===== src/rtl/rc4_pkg.sv =====
// rc4_pkg: shared types and limits for the RC4 keystream consumer.
package rc4_pkg;
   typedef logic [7:0] byte_t;
   typedef enum logic [2:0] {IDLE, WAIT_KEY, DROP, RUN, DRAIN} state_e;
   localparam int DROP_N_MAX = 1023;
endpackage


===== src/rtl/rc4_ks_fifo.sv =====
// rc4_ks_fifo: synchronous byte FIFO holding keystream bytes ahead of use.
module rc4_ks_fifo
   import rc4_pkg::*;
#(
   parameter int DEPTH = 4,
   localparam int AW = $clog2(DEPTH)
) (
   input  logic        clk,
   input  logic        rst_n,
   input  logic        clr,
   input  logic        push,
   input  logic        pop,
   input  logic [7:0]  din,
   output logic [7:0]  head,
   output logic [AW:0] count,
   output logic        empty,
   output logic        full
);
   byte_t mem_q [DEPTH];
   logic [AW-1:0] rd_q, wr_q;
   logic [AW:0] cnt_q;
   logic do_push, do_pop;
   assign do_pop = pop && !empty;
   assign do_push = push && (!full || do_pop);
   assign head = mem_q[rd_q];
   assign count = cnt_q;
   assign empty = cnt_q == '0;
   assign full = cnt_q == (AW+1)'(DEPTH);
   always_ff @(posedge clk or negedge rst_n) begin
      if (!rst_n) begin
         rd_q <= '0;
         wr_q <= '0;
         cnt_q <= '0;
      end else if (clr) begin
         rd_q <= '0;
         wr_q <= '0;
         cnt_q <= '0;
      end else begin
         rd_q <= rd_q + AW'(do_pop);
         wr_q <= wr_q + AW'(do_push);
         cnt_q <= cnt_q + (AW+1)'(do_push) - (AW+1)'(do_pop);
      end
   end
   always_ff @(posedge clk) begin
      if (do_push) mem_q[wr_q] <= din;
   end
endmodule


===== src/rtl/rc4_stream_xor.sv =====
// rc4_stream_xor: requests RC4 keystream under a credit limit, optionally drops
// the first DROP_N bytes, and XORs the rest onto the incoming byte stream.
module rc4_stream_xor
   import rc4_pkg::*;
#(
   parameter int KS_DEPTH = 4,
   parameter int DROP_N = 0
) (
   input  logic       clk,
   input  logic       rst_n,
   input  logic       start,
   input  logic       ks_ready,
   output logic       ks_req,
   input  logic       ks_valid,
   input  logic [7:0] ks_data,
   input  logic       din_valid,
   output logic       din_ready,
   input  logic [7:0] din_data,
   input  logic       din_last,
   output logic       dout_valid,
   input  logic       dout_ready,
   output logic [7:0] dout_data,
   output logic       dout_last,
   output logic       busy,
   output logic       done,
   output logic       ks_err
);
   localparam int CW = $clog2(KS_DEPTH) + 1;
   localparam int DW = $clog2(DROP_N_MAX + 1);
   state_e state_q;
   logic [CW-1:0] out_q, out_d, fifo_count;
   logic [DW-1:0] drop_cnt_q;
   logic [CW:0] credits;
   logic [DW:0] drop_issued;
   byte_t fifo_head, dout_data_q;
   logic fifo_empty, fifo_full, ks_ok, ks_stray, push, out_free, fire, drain_done;
   logic dout_valid_q, dout_last_q, done_q, ks_err_q;
   // drop requests stop once accepted plus in-flight bytes cover DROP_N
   assign credits = {1'b0, fifo_count} + {1'b0, out_q};
   assign drop_issued = {1'b0, drop_cnt_q} + (DW+1)'(out_q);
   assign ks_req = (state_q == RUN || (state_q == DROP && drop_issued < (DW+1)'(DROP_N)))
                   && credits < (CW+1)'(KS_DEPTH);
   assign ks_ok = ks_valid && out_q != '0;
   assign ks_stray = ks_valid && out_q == '0;
   assign push = ks_ok && state_q == RUN && !fifo_full;
   assign out_free = !dout_valid_q || dout_ready;
   assign din_ready = state_q == RUN && !fifo_empty && out_free;
   assign fire = din_valid && din_ready;
   assign drain_done = state_q == DRAIN && out_q == '0 && out_free;
   assign out_d = out_q + CW'(ks_req) - CW'(ks_ok);
   assign dout_valid = dout_valid_q;
   assign dout_data = dout_data_q;
   assign dout_last = dout_last_q;
   assign busy = state_q != IDLE;
   assign done = done_q;
   assign ks_err = ks_err_q;
   rc4_ks_fifo #(.DEPTH(KS_DEPTH)) u_fifo (
      .clk   (clk),
      .rst_n (rst_n),
      .clr   (drain_done),
      .push  (push),
      .pop   (fire),
      .din   (ks_data),
      .head  (fifo_head),
      .count (fifo_count),
      .empty (fifo_empty),
      .full  (fifo_full)
   );
   always_ff @(posedge clk or negedge rst_n) begin
      if (!rst_n) begin
         state_q <= IDLE;
         out_q <= '0;
         drop_cnt_q <= '0;
         dout_valid_q <= 1'b0;
         dout_data_q <= '0;
         dout_last_q <= 1'b0;
         done_q <= 1'b0;
         ks_err_q <= 1'b0;
      end else begin
         out_q <= out_d;
         done_q <= 1'b0;
         if (ks_stray) ks_err_q <= 1'b1;
         if (fire) begin
            dout_valid_q <= 1'b1;
            dout_data_q <= din_data ^ fifo_head;
            dout_last_q <= din_last;
         end else if (dout_ready) begin
            dout_valid_q <= 1'b0;
         end
         case (state_q)
            IDLE: if (start) begin
               state_q <= WAIT_KEY;
               drop_cnt_q <= '0;
            end
            WAIT_KEY: if (ks_ready) state_q <= DROP_N > 0 ? DROP : RUN;
            DROP: begin
               if (ks_ok) drop_cnt_q <= drop_cnt_q + 1'b1;
               if (drop_cnt_q == DW'(DROP_N) && out_q == '0) state_q <= RUN;
            end
            RUN: if (fire && din_last) state_q <= DRAIN;
            DRAIN: if (drain_done) begin
               state_q <= IDLE;
               done_q <= 1'b1;
            end
            default: state_q <= IDLE;
         endcase
      end
   end
endmodule


===== config.mk =====
export PLATFORM = sky130hd
export DESIGN_NAME = rc4_stream_xor
export DESIGN_NICKNAME = d
export VERILOG_FILES = /design/src/rtl/rc4_pkg.sv /design/src/rtl/rc4_ks_fifo.sv /design/src/rtl/rc4_stream_xor.sv
export SDC_FILE = /design/constraint.sdc
export NUM_CORES = 1
export LEC_CHECK = 0
export ABC_CLOCK_PERIOD_IN_PS = 3200
export CORE_MARGIN = 5
export CORE_UTILIZATION = 55
export CTS_BUF_LIST = sky130_fd_sc_hd__clkbuf_8
export DETAILED_ROUTE_END_ITERATION = 8
export PLACE_DENSITY = 0.77
export SYNTH_ARGS = -nofsm -noshare
export SYNTH_HDL_FRONTEND = slang
export SYNTH_SLANG_ARGS = --single-unit

===== constraint.sdc =====
create_clock -name clk -period 3.2 [get_ports clk]
set_input_delay 0.96 -clock clk [delete_from_list [all_inputs] [get_ports clk]]
set_output_delay 0.96 -clock clk [all_outputs]
set_load 0.02 [all_outputs]

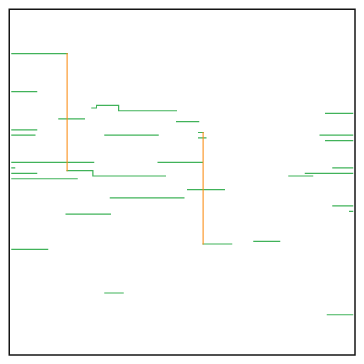
run_1/metal_stack.png
Scale: 4 px per µm. Only two layers are drawn.
Key: orange = met4 [wire length 57.1 µm]; green = met3 [wire length 286 µm]
WL per Instance: 17.3 µm
WL final: 5950 µm
total vias in the final route: 1875
Total GRT Usage: 0.180

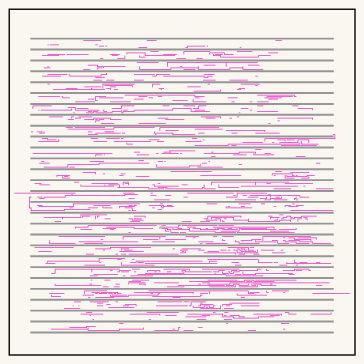
run_1/met1.png
Scale: 4 px per µm. Supply wires on this layer in gray.
The layer carries 2590 µm of wire. 268 nets have wire on it. The longest straight run is 24.8 µm.
met1 Track Usage GR: 0.230

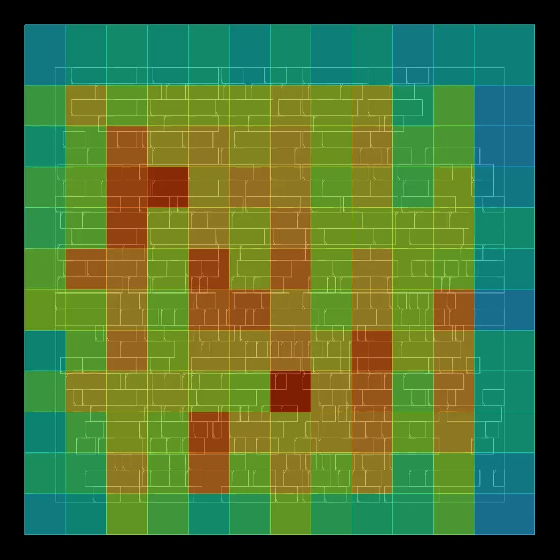
run_1/final_congestion.png
grt met3 use: 0.0557
busiest grt layer: met2
post-layout util: 0.700

==> changes_impl.md, run 1 <==
### Changed

* Status: finished clean
* Die span in x at 86.0 µm
* Worst Path Max Fanout at 2
* Final worst setup slack at around 150 ps
* GPL Wtd Cong at just under 0.8
* Leak pwr at approximately 1.5 nW
* Cell area after synthesis at roughly 3200 µm²
* Flop pwr share at 0.378
* P_int at between 0.002 and 0.0025 W
* Seq share, synth at 0.577
* Count of input and output buffers at 38
* ANT nets after route at 0
* Longest Clk Path Bufs at 2
* Syn_area_per_cell at between 10 and 15 µm²
* Site row count at 27
* CTS tree: yes
* Core area at 5570 µm²
* Comb pwr at 0.00143 W
* Gate Count Post-Synth at 215
* Root Buffer: clkbuf_8
* Slew of the pin with the lowest slew margin at 806 ps
* CP startpoint kind: flop
* Dpl hpwl at 4220 µm
* Top delay family on crit path: simple AND/OR/NAND/NOR gates
* CTS buffer count at 9
* Main flop type: dfrtp_1
* Switching part of the total at 0.350
* Fraction of layout instances using a drive strength above 1 at 0.205
* Hold buffer count at CTS at 0
* Vias in the first global route at roughly 2000
* Global route total overflow at 0
* Clk latency late pin at 340 ps
* Placed Area at 3680 µm²
* Initial antenna violation count at 0
* Number of vias per cell at 5.43
* Seq pwr at approximately 0.0013 W
* P_clk at 0.000773 W
* Pwr per Cell Area at 908 nW/µm²
* Tool warnings at 27
* Crit. Startpoint: out_q[2]$_DFF_PN0_
* R2R depth at 8
* Critical Path Slowest Stage Cell: or4_1
* Floorplan Utilization at 0.571
* Final Instance Area at 3900 µm²
* Die Y at 86.0 µm
* Post-place setup slack at -100 ps
* Number of synthesized register bits at about 67
* Max-slew headroom at 0.463
* DR pass1 iterations at 4
* Pin count of the biggest net entering global routing at 36
* Logic area at around 1200 µm²
* Fin crit period at 3050 ps
* CTS clk-pin slew, worst paths at 70 ps
* NetSw at about 0.0012 W
* Clk_skew at 12.2 ps
* Top pwr grp: combinational cells
* Storage element area at 1840 µm²
* Yosys warning count at 0
==> run 1: what timing repair did <==
item / CTS / global route
buffers inserted: 0 / 0
setup endpoints to repair: 2 / 0
gates resized: 2 / 0
==> run 1: flip-flops by register name (all words and copies together) (netlist names) <==
| signal | cells |
|---|---|
| u_fifo.mem_q | 32 |
| drop_cnt_q | 10 |
| dout_data | 8 |
| out_q | 3 |
| state_q | 3 |
| u_fifo.count | 3 |
| u_fifo.rd_q | 2 |
| u_fifo.wr_q | 2 |
| done | 1 |
| dout_last | 1 |
| dout_valid | 1 |
| ks_err | 1 |
==> run 1: routing by layer <==
metal / GRT usage / part of all wire
met4: 0.0432 / 0.0096
met5: 0 / 0
met3: 0.0557 / 0.048
met2: 0.299 / 0.51
met1: 0.230 / 0.44
==> run 1: cell usage after synthesis, types with 5 or more instances <==
master / number / area share
nor2b_1: 6 / 0.012
xnor2_1: 12 / 0.033
ha_1: 9 / 0.035
mux2_4: 5 / 0.024
edfxtp_1: 32 / 0.30
dfrtp_1: 35 / 0.28
inv_1: 11 / 0.013
xor2_1: 9 / 0.025
nor2_1: 18 / 0.021
mux4_2: 8 / 0.057
==> run 1: cell families (layout without fill, tap and decap cells) <==
logic type | count (synthesis) | in the layout | share of synthesized area
xor+xnor | 21 | 21 | 0.0578
buf+inv | 19 | 77 | 0.0295
fa+ha+maj | 11 | 11 | 0.0480
compound gates | 24 | 24 | 0.0881
mux | 16 | 16 | 0.0909
simple gates | 57 | 57 | 0.108
flops | 67 | 67 | 0.577
==> run 1: area by class of cell <==
type / instances / share of cell area
multi-input combinational: 129 / 0.321
tap: 72 / 0.0231
inverter: 11 / 0.0106
sequential: 67 / 0.471
timing repair buffer: 50 / 0.119
clock buffer: 9 / 0.0318
clock inverter: 7 / 0.0244
==> run 1: cell usage in the layout (no fill, tap or decap), types with 2 or more instances in the layout <==
master,synthesis,routed
nand2_1,4,4
buf_4,1,12
clkbuf_8,0,9
nand2b_1,4,4
nor2b_1,6,6
mux2_4,5,5
mux4_2,8,8
a211oi_1,4,4
nor2_1,18,18
edfxtp_1,32,32
bufinv_16,0,2
nor3_2,2,2
dlygate4sd2_1,0,2
a2111oi_4,4,4
o21ai_0,2,2
clkinvlp_4,0,3
nor3_1,4,4
dfrtp_1,35,35
nand4_1,2,2
mux2_2,3,3
inv_1,11,12
or3_1,2,2
ha_1,9,9
xor2_1,9,9
xnor2_1,12,12
clkdlybuf4s50_1,0,35
fa_1,2,2
a21oi_1,4,4
nand3_1,4,4
a31o_1,2,2
==> run 1: path summary, 6_finish.rpt <==
path,end,slack (ps)
min in group asynchronous,dout_valid$_DFFE_PN0P_,710
worst max register to register,out_q[2]$_DFF_PN0_,850
worst min-delay path,ks_err$_DFFE_PN0P_,460
worst min register to register,ks_err$_DFFE_PN0P_,460
max in group asynchronous,drop_cnt_q[8]$_DFFE_PN0P_,1990
worst max-delay path,ks_req,150
==> run 1: per-stage QoR <==
step,TNS [ps],utilization,cells
2_1_floorplan,0,-,215
3_3_place_gp,-103,0.661,329
3_5_place_dp,-100,0.661,329
4_1_cts,0,0.700,345
5_1_grt,0,0.700,345
6_report,0,0.700,345
run_1/gate_families.png
Scale: 6 px per µm.
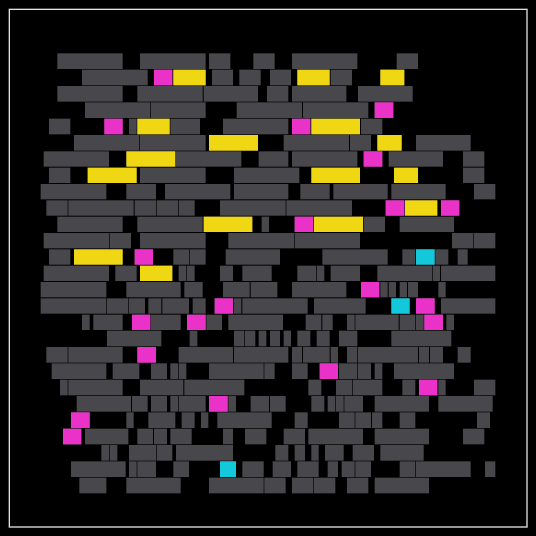

==> run 1 -> run 2 <==
--- a/config.mk
+++ b/config.mk
@@ -7,10 +7,10 @@
 export LEC_CHECK = 0
 export ABC_CLOCK_PERIOD_IN_PS = 3200
 export CORE_MARGIN = 5
-export CORE_UTILIZATION = 55
+export CORE_UTILIZATION = 40
 export CTS_BUF_LIST = sky130_fd_sc_hd__clkbuf_8
 export DETAILED_ROUTE_END_ITERATION = 8
-export PLACE_DENSITY = 0.77
+export PLACE_DENSITY = 0.59
 export SYNTH_ARGS = -nofsm -noshare
 export SYNTH_HDL_FRONTEND = slang
 export SYNTH_SLANG_ARGS = --single-unit
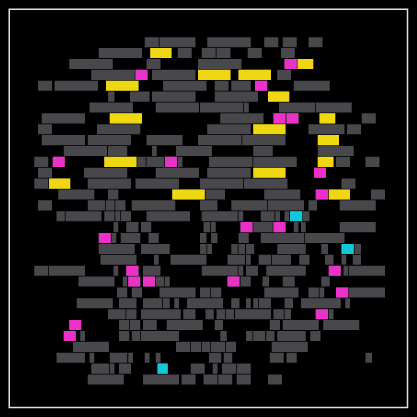
run_2/gate_families.png
Scale: 4 px per µm.
Key: magenta = XOR/XNOR gates [cells 21]; yellow = multiplexers [cells 16]; cyan = AND-OR and OR-AND gates [cells 3]
Cell Count, Final, Fillers Out: 379
Comb/total area: 0.315

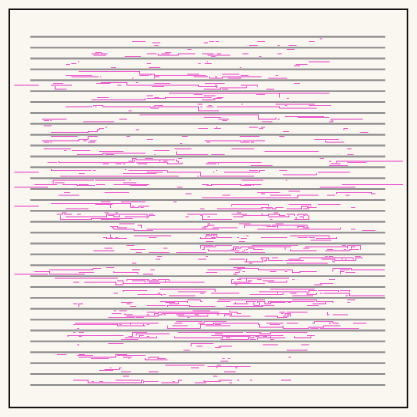
run_2/met1.png
Scale: 4 px per µm. Supply wires on this layer in gray.
met1 Track Usage GR: 0.178
WL final: 5690 µm
total vias in the final route: 1839

==> changes_impl.md, run 2 <==
### Changed

* Pin count of the biggest net entering global routing at 36 (unchanged)
* CTS buffer count at 9 (unchanged)
* Worst Path Max Fanout at 2 (unchanged)
* Number of synthesized register bits at 67 (unchanged)
* Yosys xor share at 0.0578 (unchanged)
* Fin crit period at 3060 ps (was 3050 ps)
* Status: finished clean (unchanged)
* Vias in the first global route at 1972 (was 1984)
* P_int at 0.00232 W (was 0.00230 W)
* Placed Area at 3750 µm² (was 3680 µm²)
* Longest Clk Path Bufs at 2 (unchanged)
* Flop pwr share at 0.376 (was 0.378)
* Fraction of layout instances using a drive strength above 1 at 0.217 (was 0.205)
* Yosys top cell by area: edfxtp_1 (unchanged)
* Die Y at 99.2 µm (was 86.0 µm)
* Site row count at 32 (was 27)
* Slew of the pin with the lowest slew margin at 788 ps (was 806 ps)
* Largest reg by FF count: u_fifo.mem_q (unchanged)
* Synth cell count leaders: dfrtp_1 (35), edfxtp_1 (32), nor2_1 (18), xnor2_1 (12), inv_1 (11) (unchanged)
* Dpl hpwl at 3990 µm (was 4220 µm)
* Top cells excl fill/tap: dfrtp_1 (35), clkdlybuf4s50_1 (35), edfxtp_1 (32) (unchanged)
* Seq share, synth at 0.577 (unchanged)
* DR pass1 iterations at 4 (unchanged)
* GPL Wtd Cong at 0.743 (was 0.784)
* Fin crit share at 0.956 (was 0.953)
* Top delay family on crit path: simple AND/OR/NAND/NOR gates (unchanged)
* Gate Count Post-Synth at 215 (unchanged)
* Global route total overflow at 0 (unchanged)
* Count of input and output buffers at 38 (unchanged)
* Leak pwr at 1.53 nW (was 1.50 nW)
* Yosys warning count at 0 (unchanged)
* NetSw at 0.00121 W (was 0.00124 W)
* Clk latency late pin at 340 ps (about the same)
* Synth Area in Compound Gates at 0.0881 (unchanged)
* CTS clk-pin slew, worst paths at 70 ps (about the same)
* CP Capture Type: primary output (unchanged)
* Switching part of the total at 0.344 (was 0.350)
* Mux cell area share at 0.0909 (unchanged)
* Top cell type's share of synthesized area at 0.302 (unchanged)
* Fmax at 0.327 GHz (was 0.328 GHz)
* CP startpoint kind: flop (unchanged)
* Final Instance Area at 3970 µm² (was 3900 µm²)
* Most common cell in the netlist: dfrtp_1 (unchanged)
* ANT nets after route at 0 (unchanged)
* Biggest area cells: edfxtp_1 (30%), dfrtp_1 (28%), mux4_2 (5.7%) (unchanged)
* CTS tree: yes (unchanged)
* DRC viols at 0 (unchanged)
* Core area at 7730 µm² (was 5570 µm²)
* Number of vias per cell at 4.85 (was 5.43)
* Root Buffer: clkbuf_8 (unchanged)
* Largest logic family: simple AND/OR/NAND/NOR gates (unchanged)
* Syn_area_per_cell at 14.8 µm² (unchanged)
* Max FFs per register at 32 (unchanged)
* Cell area after synthesis at 3180 µm² (unchanged)
* Filler cells at 664 (was 414)
* Floorplan Utilization at 0.412 (was 0.571)
* Post-place setup slack at -54.2 ps (was -100 ps)
* Total GRT Usage at 0.131 (was 0.180)
* Die span in x at 99.2 µm (was 86.0 µm)
* Main flop type: dfrtp_1 (unchanged)
* Tool warnings at 27 (unchanged)
* RSZ-0062 raised after global routing: no (unchanged)
* Clk_skew at 11.0 ps (was 12.2 ps)
* Final count of negative-setup-slack endpoints at 0 (unchanged)
* Final worst setup slack at 142 ps (was 152 ps)
* Nets at 307 (was 303)
* Max-slew headroom at 0.475 (was 0.463)
* Critical Path Slowest Stage Cell: or4_1 (unchanged)
* Initial antenna violation count at 0 (unchanged)
## run 2: stage by stage
stage / instances / power [W] / setup TNS [ps] / util
finish: 379 / 0.00353 / 0 / 0.513
global route: 379 / 0.00380 / 0 / 0.513
CTS: 379 / 0.00360 / 0 / 0.513
detailed placement: 363 / 0.00282 / -54.2 / 0.485
global placement: 363 / 0.00279 / -39.6 / 0.485
floorplan: 215 / 0.00233 / 0 / -
## run 2: cells by family after synthesis
| group | after synthesis |
|---|---|
| XOR/XNOR | 21 |
| buffers and inverters | 19 |
| AND/OR/NAND/NOR | 57 |
| AND-OR/OR-AND | 24 |
| adder cells (fa/ha/maj) | 11 |
| multiplexers | 16 |
| flip-flops | 67 |
## run 2: path summary, 6_finish.rpt
check	startpoint	to	slack, ps	cells past startpoint
worst min-delay path	ks_err$_DFFE_PN0P_	ks_err$_DFFE_PN0P_	460	1
max in group asynchronous	rst_n	u_fifo.wr_q[0]$_DFF_PN0_	1990	1
worst max register to register	out_q[2]$_DFF_PN0_	out_q[2]$_DFF_PN0_	820	8
worst min register to register	ks_err$_DFFE_PN0P_	ks_err$_DFFE_PN0P_	460	1
worst max-delay path	out_q[2]$_DFF_PN0_	ks_req	140	4
min in group asynchronous	rst_n	drop_cnt_q[4]$_DFFE_PN0P_	690	1
## run 2: area by class of cell
cell class	count	area (µm²)	area share
flip-flops and latches	67	1840	0.463
repair buffers	54	493	0.124
well taps	102	128	0.0322
clock buffers	9	124	0.0312
multi-input cells	129	1250	0.315
clock inverters	7	92.6	0.0234
inverters	11	41.3	0.0104
## run 2: timing repair
item / 4_1_cts / 5_1_grt
hold buffers: 0 / 0
buffers inserted: 0 / 0
resized: 2 / 0
endpoints found under the setup margin: 2 / 0
## run 2: power by group through the flow
stage	Clock [W]	Sequential, W	Combinational [W]
floorplan	0	0.00140	0.000925
global placement	0	0.00135	0.00144
detailed placement	0	0.00135	0.00147
CTS	0.000802	0.00134	0.00146
global route	0.000845	0.00137	0.00158
finish	0.000771	0.00133	0.00143
## run 2: layer usage
metal  global-route usage  routed length, µm  vias to the layer above
met5                    0                  0                        -
met3               0.0379                194                        9
met1                0.178               2730                      893
met4               0.0567                101                        0
met2                0.196               2660                       33
li1                     -                  -                      904
run_2/final_congestion.png
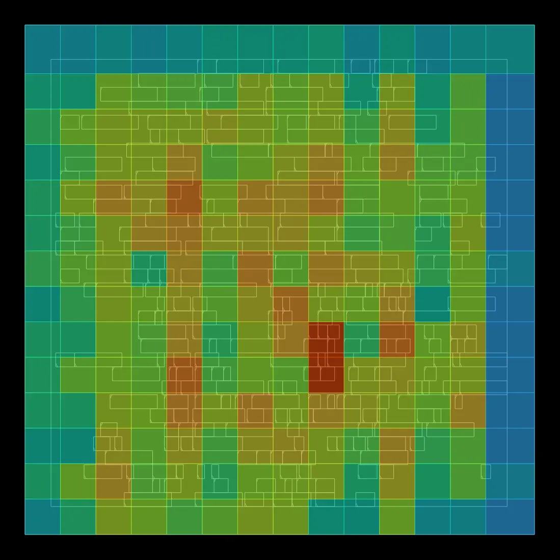

==> run 2 -> run 3 <==
--- a/config.mk
+++ b/config.mk
@@ -11,6 +11,8 @@
 export CTS_BUF_LIST = sky130_fd_sc_hd__clkbuf_8
 export DETAILED_ROUTE_END_ITERATION = 8
 export PLACE_DENSITY = 0.59
+export SKIP_CTS_REPAIR_TIMING = 1
+export SLEW_MARGIN = 20
 export SYNTH_ARGS = -nofsm -noshare
 export SYNTH_HDL_FRONTEND = slang
 export SYNTH_SLANG_ARGS = --single-unit
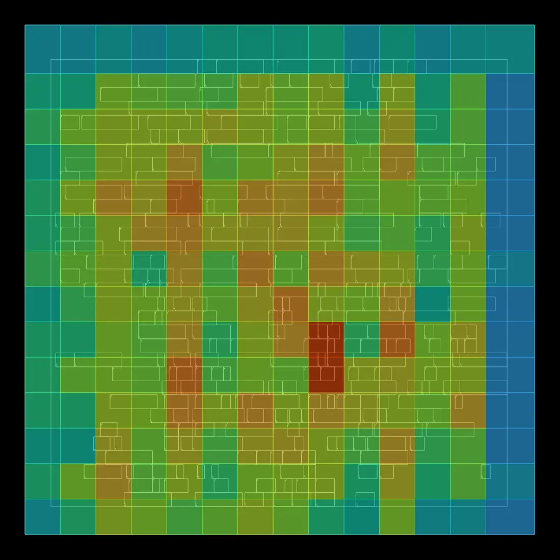
run_3/final_congestion.png
routing usage on met2: 0.196
Total GRT Usage: 0.131
grt met3 use: 0.0379

==> changes_impl.md, run 3 <==
### Changed

* WL per Instance at 15.0 µm (about the same)
* Reg2reg setup slack at 820 ps (about the same)
* Global route total overflow at 0 (unchanged)
* Nets at 307 (unchanged)
* Clk latency late pin at 340 ps (about the same)
* Max FFs per register at 32 (unchanged)
* CTS clk-pin slew, worst paths at 70 ps (about the same)
* Cell Count, Final, Fillers Out at 379 (unchanged)
* NetSw at 0.00122 W (was 0.00121 W)
* Dpl cells at 363 (unchanged)
* Pin count of the biggest net entering global routing at 36 (unchanged)
* CTS buffer count at 9 (unchanged)
* Switching part of the total at 0.343 (was 0.344)
* Slew of the pin with the lowest slew margin at 788 ps (about the same)
* Die span in x at 99.2 µm (unchanged)
* Number of synthesized register bits at 67 (unchanged)
* P_int at 0.00233 W (was 0.00232 W)
* Largest reg by FF count: u_fifo.mem_q (unchanged)
* DR pass1 iterations at 4 (unchanged)
* Final worst setup slack at 248 ps (was 142 ps)
* Main flop type: dfrtp_1 (unchanged)
* Die Y at 99.2 µm (unchanged)
* Final count of negative-setup-slack endpoints at 0 (unchanged)
* DRC viols at 0 (unchanged)
* Pins Over Slew Limit at 0 (unchanged)
* Post-place setup slack at -54.2 ps (unchanged)
* Seq share, synth at 0.577 (unchanged)
* GPL Wtd Cong at 0.743 (unchanged)
* Number of vias per cell at 4.85 (unchanged)
* Status: finished clean (unchanged)
* Core area at 7730 µm² (unchanged)
* R2R depth at 8 (unchanged)
* Dpl hpwl at 3990 µm (unchanged)
* Fraction of layout instances using a drive strength above 1 at 0.217 (unchanged)
* Worst hold endpoint: ks_err$_DFFE_PN0P_ (unchanged)
* Cell area after synthesis at 3180 µm² (unchanged)
* Biggest area cells: edfxtp_1 (30%), dfrtp_1 (28%), mux4_2 (5.7%) (unchanged)
* Setup_tns at 0 ps (unchanged)
* Leak pwr at 1.55 nW (was 1.53 nW)
* Fmax at 0.339 GHz (was 0.327 GHz)
* Syn_area_per_cell at 14.8 µm² (unchanged)
* Vias in the first global route at 1972 (unchanged)
* WL final at 5690 µm (about the same)
* R2R Path Start: out_q[2]$_DFF_PN0_ (unchanged)
* RSZ-0062 raised after global routing: no (unchanged)
* Yosys warning count at 0 (unchanged)
* Worst Path Max Fanout at 2 (unchanged)
* Site row count at 32 (unchanged)
* Gate Count Post-Synth at 215 (unchanged)
* Top cell type's share of synthesized area at 0.302 (unchanged)
* Max-slew headroom at 0.475 (about the same)
* Total vias in the final route at 1839 (unchanged)
* Synth cell count leaders: dfrtp_1 (35), edfxtp_1 (32), nor2_1 (18), xnor2_1 (12), inv_1 (11) (unchanged)
* ANT nets after route at 0 (unchanged)
* Post-layout util at 0.514 (was 0.513)
* Pwr per Cell Area at 892 nW/µm² (was 891 nW/µm²)
* Fin crit share at 0.922 (was 0.956)
* Count of input and output buffers at 38 (unchanged)
* CP startpoint kind: flop (unchanged)
* Initial antenna violation count at 0 (unchanged)
* Yosys top cell by area: edfxtp_1 (unchanged)
* CP Capture Type: primary output (unchanged)
* Floorplan Utilization at 0.412 (unchanged)
* Tool warnings at 27 (unchanged)
* Hold path depth at 1 (unchanged)
* Worst hold start: ks_err$_DFFE_PN0P_ (unchanged)
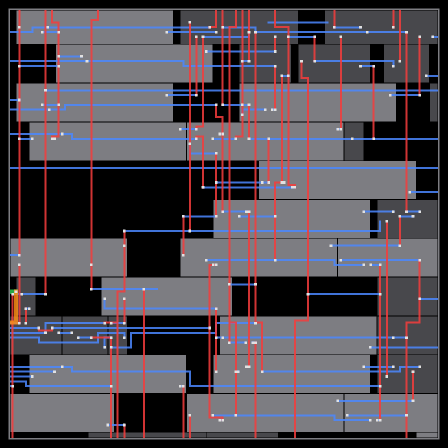
run_3/zoom.png
Window x 35 to 65, y 54 to 84 µm. Cells in gray, sequential cells in the stronger gray; small squares are vias.
Key: blue = met1; red = met2; green = met3; orange = met4
Most frequent: edfxtp_1 (16), mux4_2 (4). 31 logic cells have their middle in the window. Netlist names of flops here include u_fifo.mem_q (16), u_fifo.rd_q (2). Sequential cells in the window: 18.

==> run 3: cell types whose count changed in the layout (fill, tap and decap cells not counted), sizes merged <==
cell and delta:
dlygate4sd2 -2, dlymetal6s2s +2
==> run 3: worst max path at each step <==
stage                                            to               start
final                                        ks_req  out_q[2]$_DFF_PN0_
after global routing                         ks_req  out_q[2]$_DFF_PN0_
after CTS                                    ks_req  out_q[2]$_DFF_PN0_
after detailed placement                  din_ready          dout_ready
after global placement                    din_ready          dout_ready
after floorplan           u_fifo.count[2]$_DFF_PN0_          dout_ready
==> run 3: stage by stage <==
stage	instance area (µm²)	power, W	hold WS, ps
after floorplan	3180	0.00233	527
after global placement	3750	0.00279	439
after detailed placement	3750	0.00282	445
after CTS	3970	0.00361	462
after global routing	3970	0.00381	501
final	3970	0.00354	459
==> run 3: cell families (layout without fill, tap and decap cells) <==
family | Yosys count | in the layout | share of synthesized area
multiplexers | 16 | 16 | 0.0909
flip-flops | 67 | 67 | 0.577
XOR/XNOR | 21 | 21 | 0.0578
AND-OR/OR-AND | 24 | 24 | 0.0881
buffers and inverters | 19 | 81 | 0.0295
AND/OR/NAND/NOR | 57 | 57 | 0.108
adder cells (fa/ha/maj) | 11 | 11 | 0.0480
==> run 3: area by class of cell <==
type / count / area, µm²
inverters: 11 / 41.3
multi-input cells: 129 / 1250
clock buffers: 9 / 124
well taps: 102 / 128
clock inverters: 7 / 92.6
repair buffers: 54 / 500
fillers: 662 / 3750
flip-flops and latches: 67 / 1840
==> run 3: critical path, cell delays in order, from the launching register on <==
cell and delay (ps):
dfrtp_1 390, ha_1 280, or4_1 500, a31oi_1 220, dlymetal6s2s_1 260
==> run 3: per-layer routing <==
layer  share of wire  track usage  up-vias
li1                -            -      904
met3           0.026       0.0379        9
met2            0.47        0.196       24
met4           0.018       0.0567        0
met1            0.49        0.178      902
met5               0            0        -
==> run 3: power groups by stage <==
stage / Sequential (W) / Clock (W) / Combinational, W
5_1_grt: 0.00137 / 0.000845 / 0.00159
3_3_place_gp: 0.00135 / 0 / 0.00144
2_1_floorplan: 0.00140 / 0 / 0.000925
6_report: 0.00133 / 0.000770 / 0.00144
3_5_place_dp: 0.00135 / 0 / 0.00147
4_1_cts: 0.00134 / 0.000802 / 0.00147
No activity file was given, so power comes from the tool's default toggle rates.
